==> images/congestion_map.png <==
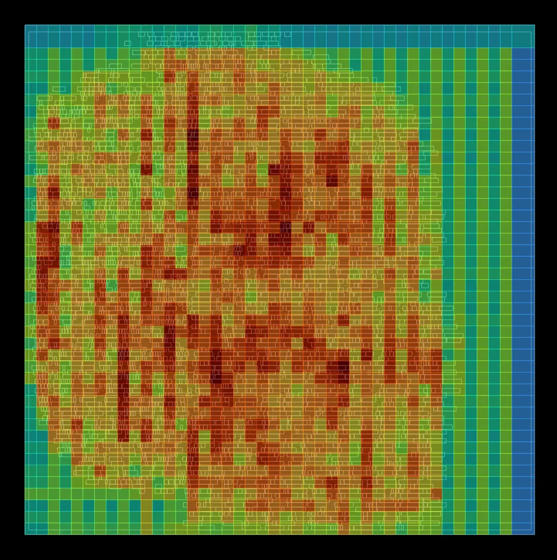
==> images/m3.png <==
Cells faint in the background.
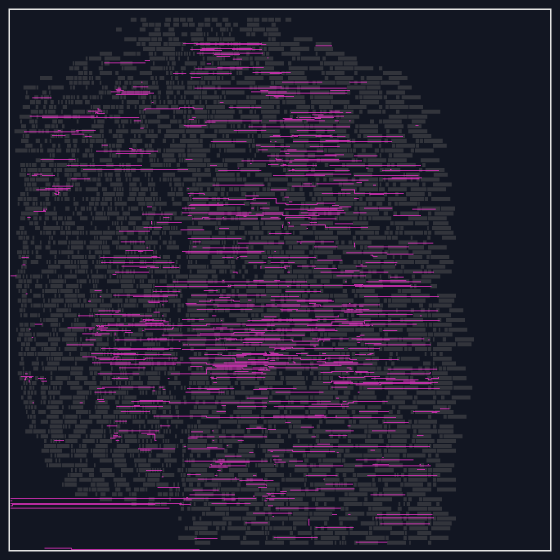
==> images/sizing.png <==
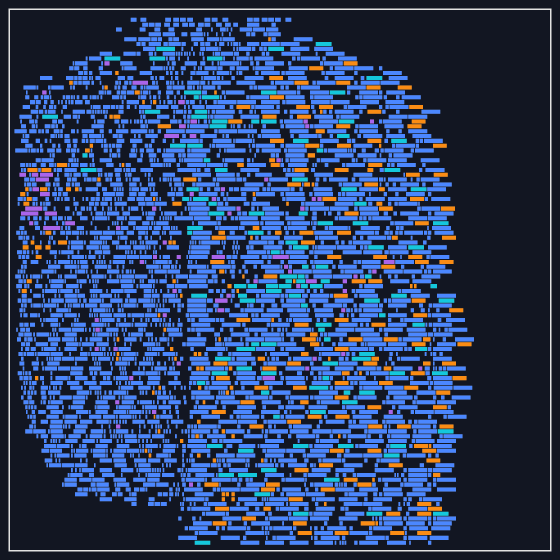
==> images/clock_wires.png <==
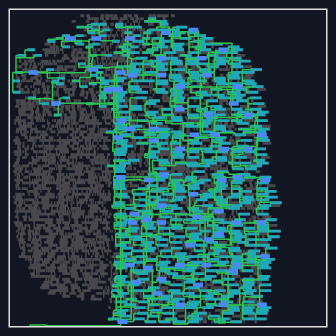
==> images/gates.png <==
Scale bar: 100 um.
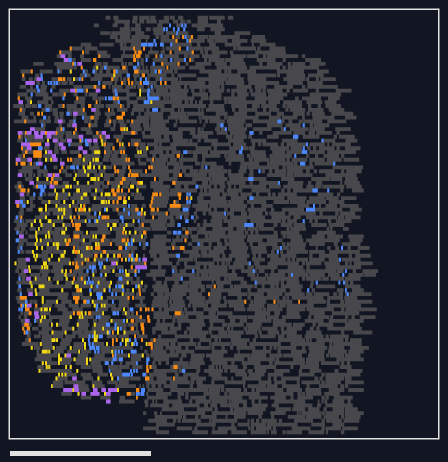
===== src/rtl/biquad_cascade_if.sv =====
// Sample, result and coefficient-write signals of biquad_cascade.
// The master side drives samples and coefficients; the slave side is the filter.
interface biquad_cascade_if #(
  parameter int data_width = 16,
  parameter int SEC_W      = 2
);
  logic signed [data_width-1:0] sample_in;
  logic                         start;
  logic                         ready;
  logic signed [data_width-1:0] sample_out;
  logic                         out_valid;
  logic signed [data_width-1:0] param_in;
  logic [SEC_W-1:0]             param_section;
  logic [2:0]                   param_target;
  logic                         write_param;
  logic                         clear_state;

  modport master (
    output sample_in, start, param_in, param_section, param_target, write_param, clear_state,
    input  ready, sample_out, out_valid
  );

  modport slave (
    input  sample_in, start, param_in, param_section, param_target, write_param, clear_state,
    output ready, sample_out, out_valid
  );
endinterface


===== src/rtl/biquad_cascade.sv =====
// Time-multiplexed cascade of Direct-Form-I biquads sharing one multiply-accumulate unit.
// Define BIQUAD_CASCADE_SATURATE_EN to clamp each section result instead of wrapping it.
module biquad_cascade #(
  parameter int data_width = 16,
  parameter int N_SECTIONS = 4,
  parameter int SEC_W      = (N_SECTIONS > 1) ? $clog2(N_SECTIONS) : 1
) (
  input  logic             clk,
  input  logic             reset,
  biquad_cascade_if.slave  bus
);
  localparam int PROD_W = 2 * data_width;
  localparam int ACC_W  = 2 * data_width + 4;
  localparam int FRAC   = data_width - 2;
  localparam logic signed [data_width-1:0] B0_ONE = {2'b01, {(data_width-2){1'b0}}};

  typedef enum logic [1:0] {
    IDLE = 2'd0,
    MAC  = 2'd1,
    WB   = 2'd2
  } state_t;

  state_t                       state_r;
  state_t                       next_s;
  logic [SEC_W-1:0]             section_r;
  logic [2:0]                   mac_r;
  logic signed [data_width-1:0] cur_x_r;
  logic signed [ACC_W-1:0]      acc_r;
  logic signed [data_width-1:0] coef_r [N_SECTIONS][5];
  logic signed [data_width-1:0] x1_r [N_SECTIONS];
  logic signed [data_width-1:0] x2_r [N_SECTIONS];
  logic signed [data_width-1:0] y1_r [N_SECTIONS];
  logic signed [data_width-1:0] y2_r [N_SECTIONS];
  logic signed [data_width-1:0] sample_out_r;
  logic                         out_valid_r;

  logic                         accept_s;
  logic                         last_sec_s;
  logic                         coef_wr_s;
  logic signed [data_width-1:0] coef_s;
  logic signed [data_width-1:0] data_s;
  logic signed [PROD_W-1:0]     prod_s;
  logic signed [ACC_W-1:0]      prod_ext_s;
  logic signed [ACC_W-1:0]      acc_next_s;
  logic signed [data_width-1:0] y_s;

  assign accept_s   = (state_r == IDLE) && bus.start && !bus.clear_state;
  assign last_sec_s = (section_r == SEC_W'(N_SECTIONS - 1));
  assign coef_wr_s  = bus.write_param && (bus.param_target < 3'd5) &&
                      ({1'b0, bus.param_section} < (SEC_W+1)'(N_SECTIONS));

`ifdef BIQUAD_CASCADE_SATURATE_EN
  localparam logic signed [ACC_W-1:0] SAT_MAX = {{(ACC_W-data_width+1){1'b0}}, {(data_width-1){1'b1}}};
  localparam logic signed [ACC_W-1:0] SAT_MIN = {{(ACC_W-data_width+1){1'b1}}, {(data_width-1){1'b0}}};

  function automatic logic signed [data_width-1:0] sat_reduce(input logic signed [ACC_W-1:0] v);
    logic signed [ACC_W-1:0] sh;
    sh = v >>> FRAC;
    if (sh > SAT_MAX) begin
      return SAT_MAX[data_width-1:0];
    end else if (sh < SAT_MIN) begin
      return SAT_MIN[data_width-1:0];
    end else begin
      return sh[data_width-1:0];
    end
  endfunction

  assign y_s = sat_reduce(acc_r);
`else
  // Shift-then-truncate is just a bit slice of the accumulator.
  assign y_s = acc_r[FRAC +: data_width];
`endif

  // Operand pair for the current MAC step; feedback terms are subtracted.
  always_comb begin
    coef_s = '0;
    data_s = '0;
    case (mac_r)
      3'd0: begin coef_s = coef_r[section_r][0]; data_s = cur_x_r;          end
      3'd1: begin coef_s = coef_r[section_r][1]; data_s = x1_r[section_r];  end
      3'd2: begin coef_s = coef_r[section_r][2]; data_s = x2_r[section_r];  end
      3'd3: begin coef_s = coef_r[section_r][3]; data_s = y1_r[section_r];  end
      3'd4: begin coef_s = coef_r[section_r][4]; data_s = y2_r[section_r];  end
      default: begin coef_s = '0; data_s = '0; end
    endcase
    prod_s     = coef_s * data_s;
    prod_ext_s = {{(ACC_W-PROD_W){prod_s[PROD_W-1]}}, prod_s};
    if (mac_r >= 3'd3) begin
      acc_next_s = acc_r - prod_ext_s;
    end else begin
      acc_next_s = acc_r + prod_ext_s;
    end
  end

  // State register.
  always_ff @(posedge clk) begin
    if (reset) begin
      state_r <= IDLE;
    end else begin
      state_r <= next_s;
    end
  end

  // Next-state logic; clear_state aborts any sample in flight.
  always_comb begin
    next_s = state_r;
    case (state_r)
      IDLE: begin
        if (accept_s) next_s = MAC;
        else          next_s = IDLE;
      end
      MAC: begin
        if (bus.clear_state)    next_s = IDLE;
        else if (mac_r == 3'd4) next_s = WB;
        else                    next_s = MAC;
      end
      WB: begin
        if (bus.clear_state)  next_s = IDLE;
        else if (last_sec_s)  next_s = IDLE;
        else                  next_s = MAC;
      end
      default: next_s = IDLE;
    endcase
  end

  // Datapath, histories and output. The final writeback registers the result
  // directly so out_valid coincides with IDLE and a new start can overlap it.
  always_ff @(posedge clk) begin
    if (reset) begin
      section_r    <= '0;
      mac_r        <= 3'd0;
      cur_x_r      <= '0;
      acc_r        <= '0;
      sample_out_r <= '0;
      out_valid_r  <= 1'b0;
      for (int k = 0; k < N_SECTIONS; k++) begin
        x1_r[k] <= '0;
        x2_r[k] <= '0;
        y1_r[k] <= '0;
        y2_r[k] <= '0;
      end
    end else begin
      out_valid_r <= 1'b0;
      if (bus.clear_state) begin
        for (int k = 0; k < N_SECTIONS; k++) begin
          x1_r[k] <= '0;
          x2_r[k] <= '0;
          y1_r[k] <= '0;
          y2_r[k] <= '0;
        end
      end else begin
        case (state_r)
          IDLE: begin
            if (bus.start) begin
              cur_x_r   <= bus.sample_in;
              section_r <= '0;
              mac_r     <= 3'd0;
              acc_r     <= '0;
            end
          end
          MAC: begin
            acc_r <= acc_next_s;
            mac_r <= mac_r + 3'd1;
          end
          WB: begin
            x2_r[section_r] <= x1_r[section_r];
            x1_r[section_r] <= cur_x_r;
            y2_r[section_r] <= y1_r[section_r];
            y1_r[section_r] <= y_s;
            cur_x_r         <= y_s;
            acc_r           <= '0;
            mac_r           <= 3'd0;
            if (last_sec_s) begin
              sample_out_r <= y_s;
              out_valid_r  <= 1'b1;
            end else begin
              section_r <= section_r + SEC_W'(1);
            end
          end
          default: ;
        endcase
      end
    end
  end

  // Coefficient bank; out-of-range section or target writes are dropped.
  always_ff @(posedge clk) begin
    if (reset) begin
      for (int k = 0; k < N_SECTIONS; k++) begin
        coef_r[k][0] <= B0_ONE;
        for (int t = 1; t < 5; t++) begin
          coef_r[k][t] <= '0;
        end
      end
    end else if (coef_wr_s) begin
      coef_r[bus.param_section][bus.param_target] <= bus.param_in;
    end
  end

  assign bus.ready      = (state_r == IDLE);
  assign bus.sample_out = sample_out_r;
  assign bus.out_valid  = out_valid_r;
endmodule


===== src/flat_wrapper.sv =====
// flat-port wrapper written by rule: the top's interface ports become plain ports
module biquad_cascade_flat 
#(
  parameter int data_width = 16,
  parameter int N_SECTIONS = 4,
  parameter int SEC_W      = (N_SECTIONS > 1) ? $clog2(N_SECTIONS) : 1
)
  (clk, reset, bus_sample_in, bus_start, bus_param_in, bus_param_section, bus_param_target, bus_write_param, bus_clear_state, bus_ready, bus_sample_out, bus_out_valid);
  biquad_cascade_if #(.data_width(data_width), .SEC_W(SEC_W)) bus_i ();
  input  logic clk;
  input  logic reset;
  input wire logic [$bits(bus_i.sample_in)-1:0] bus_sample_in;
  input wire logic [$bits(bus_i.start)-1:0] bus_start;
  input wire logic [$bits(bus_i.param_in)-1:0] bus_param_in;
  input wire logic [$bits(bus_i.param_section)-1:0] bus_param_section;
  input wire logic [$bits(bus_i.param_target)-1:0] bus_param_target;
  input wire logic [$bits(bus_i.write_param)-1:0] bus_write_param;
  input wire logic [$bits(bus_i.clear_state)-1:0] bus_clear_state;
  output wire logic [$bits(bus_i.ready)-1:0] bus_ready;
  output wire logic [$bits(bus_i.sample_out)-1:0] bus_sample_out;
  output wire logic [$bits(bus_i.out_valid)-1:0] bus_out_valid;
  assign bus_i.sample_in = bus_sample_in;
  assign bus_i.start = bus_start;
  assign bus_i.param_in = bus_param_in;
  assign bus_i.param_section = bus_param_section;
  assign bus_i.param_target = bus_param_target;
  assign bus_i.write_param = bus_write_param;
  assign bus_i.clear_state = bus_clear_state;
  assign bus_ready = bus_i.ready;
  assign bus_sample_out = bus_i.sample_out;
  assign bus_out_valid = bus_i.out_valid;
  biquad_cascade #(.data_width(data_width), .N_SECTIONS(N_SECTIONS), .SEC_W(SEC_W)) u_core (.clk(clk), .reset(reset), .bus(bus_i));
endmodule

===== config.mk =====
export PLATFORM = sky130hd
export DESIGN_NAME = biquad_cascade_flat
export DESIGN_NICKNAME = d
export VERILOG_FILES = /design/src/rtl/biquad_cascade_if.sv /design/src/rtl/biquad_cascade.sv /design/src/flat_wrapper.sv
export SDC_FILE = /design/constraint.sdc
export NUM_CORES = 2
export LEC_CHECK = 0
export CAP_MARGIN = 20
export CORE_MARGIN = 2
export CORE_UTILIZATION = 45
export DETAILED_ROUTE_END_ITERATION = 10
export GPL_TIMING_DRIVEN = 0
export PLACE_DENSITY = 0.67
export SYNTH_ARGS = -nofsm -noshare
export SYNTH_HDL_FRONTEND = slang
export SYNTH_SLANG_ARGS = --single-unit
export TNS_END_PERCENT = 30

===== constraint.sdc =====
create_clock -name clk -period 11.7 [get_ports clk]
set_input_delay 2.34 -clock clk [delete_from_list [all_inputs] [get_ports clk]]
set_output_delay 2.34 -clock clk [all_outputs]
set_load 0.05 [all_outputs]

==> results.toml <==
# physical design summary
[logic_synthesis]
async_reset_ff_share_pct = 0
yosys_warnings = 0
syn-cell-area_um2 = 40300
numSynthFlops = 648
synth_top_cell_by_area = "edfxtp_1"
yosys.area.top_type_share_pct = 42.9
ys_sh_mux_pct = 8.24
ys_sh_xor_pct = 1.71
logic_family = "simple AND/OR/NAND/NOR gates"
syn_inst = 3359
edf_count = 576
synth_cell_types = 91
ys_area_um2 = 40300

[die]
fp.dieH_um = 303
initial_core_util_pct = 45.5
die-width_um = 303
ios = 60
tap_cells = 1165
fp-row-count = 109
fp.coreArea_um2 = 88600

[power_and_ir_drop]
power_mw = 8.70
comb_power_mw = 3.86
power_leader = "combinational logic"
peakVddDrop_uv = 341
powerDensity_nw_per_um2 = 192
p_leak_nw = 17.7
swShare_pct = 39.9
p_int_mw = 5.23
p_sw_mw = 3.47
pwr-share-seq_pct = 31.2
combPwrFrac_pct = 44.4
p_seq_mw = 2.71

[worst_hold_path]
hold_depth = 1
hold_start = "u_core.bus.sample_out[11]"
hp-class = "register to register"
whs_endpoint = "u_core.bus.sample_out[11]"

[global_routing]
grt.overflow.total = 0
grt_pass1_vias = 27200
grt_max_degree = 57
antenna_found_initial = 5

[setup_path]
worstSetupPathType = "register to register"
max_stage_delay_ps = 650
worst_ep_required_time_ps = 12280
critPathBufInv = 11
reg2reg_slack_ps = 450
crit_end = "u_core.acc_r[29]"
cp_top_family = "adder cells"
cp_common_cell = "fa_1"
critPathCaptureType = "register"

[layout]
layout_top_cells = "edfxtp_1 (576), and2_1 (570), inv_1 (322)"
seq_share_pct = 41.3
logic_area_um2 = 19900
largest_reg_flops = 320
clkCellAreaFrac_pct = 4.78
flops = 648
nonClkBufAreaFrac_pct = 4.20
dominant_cells = "logic gates"
num-multi-input-gates = 2195
clock_buffers = 84
flop_area_um2 = 18700
diodes = 3

[routing]
wl_met3_um = 9900
ant_nets = 0
drt_first_pass_iters = 6
drt-vias-per-instance = 5.70
drcViolationCount = 0
met2_length_um = 56100

[final_timing]
min_period_ps = 11250
fmax_ghz = 0.0889
maxSlewHeadroom_pct = 28.1
tightest_slew_ps = 1070
slew_violations = 0
fin_hold_ws_ps = 457

[clock_tree]
htree_num_levels = 3
clock-sinks = 648
cts_made_buffers = 68
holdBufCountCts = 0
clockBufferDepth = 3
cts_resized = 114

[run]
warning_count = 32

[placement]
dpl_cell_area_um2 = 42500
pre_cts_ws_ps = -2040
dp.final_hpwl_um = 88500
gp_congestion = 0.907

[outcome]
status = "complete, no violations"
-- congestion_map.png (at the start) --
M3 GR Usage: 4.11%
average wire per standard cell: 25.1 um

-- m3.png (at the start) --
main direction: horizontal
longest straight run: 138 um
detailed-route via count: 26900
final WL: 118000 um

-- sizing.png (at the start) --
legend:
  orange:
    size: x2
    cells: 244
    most_used: mux4_2
  purple:
    size: x3 and x4
    cells: 73
    most_used: buf_4
  cyan:
    size: x6 and larger
    cells: 121
    most_used: clkbuf_16
  blue:
    size: x1 and smaller
    cells: 3113
    most_used: edfxtp_1
Non-Clock Buffer Count: 265
area grow syn2layout: 12.6%
design area: 45400 um2
setup ws final: 447 ps

-- clock_wires.png (at the start) --
legend:
  blue:
    item: clock-net drivers
    count: 68
  green:
    item: clock wires
    length: 7820 um
  cyan:
    item: flip-flops
    count: 648
routed clock nets: 69
power share of the clock group: 24.5%
Clock group: 2.13 mW
clk_lat worst skew: 640 ps
Post-Route Skew: 26.4 ps

-- gates.png (at the start) --
legend:
  yellow:
    family: inv cells
    cells: 324
  orange:
    family: nor cells
    cells: 312
  purple:
    family: xor and xnor cells
    cells: 77
    where: a vertical strip on the left
  blue:
    family: nand cells
    cells: 313
final cell count without fillers: 4719
most frequent logic cell in the layout: edfxtp_1

cell usage after synthesis, types with 8 or more instances:
master     count
mux2i_1       26
nand3_1       29
a21oi_1       48
a211oi_1      13
edfxtp_1     576
clkbuf_1     158
a311oi_1      17
buf_1         10
nor2b_1       38
or3_1          9
a21o_1        25
xnor2_1       51
o211ai_1      15
nor3_1        23
o21a_1        12
nor2_1       239
buf_2         18
and3_1         8
o31a_1         9
mux4_2       120
nand2b_1      14
fa_1         249
mux4_1        12
o2111ai_1     10
inv_1        324
a22oi_1       50
ha_1         118
o21ai_0       35
dfxtp_1       72
xor2_1        25
and2_1       571
a31oi_1        9
or2_2         34
nand2_1      256
metal layers:
layer,GRT usage [%],vias to the layer above
li1,-,11900
met1,35.4,13600
met2,42.8,1220
met3,4.11,240
met4,11.0,2
met5,0,-
Power and IR drop assume default switching activity.
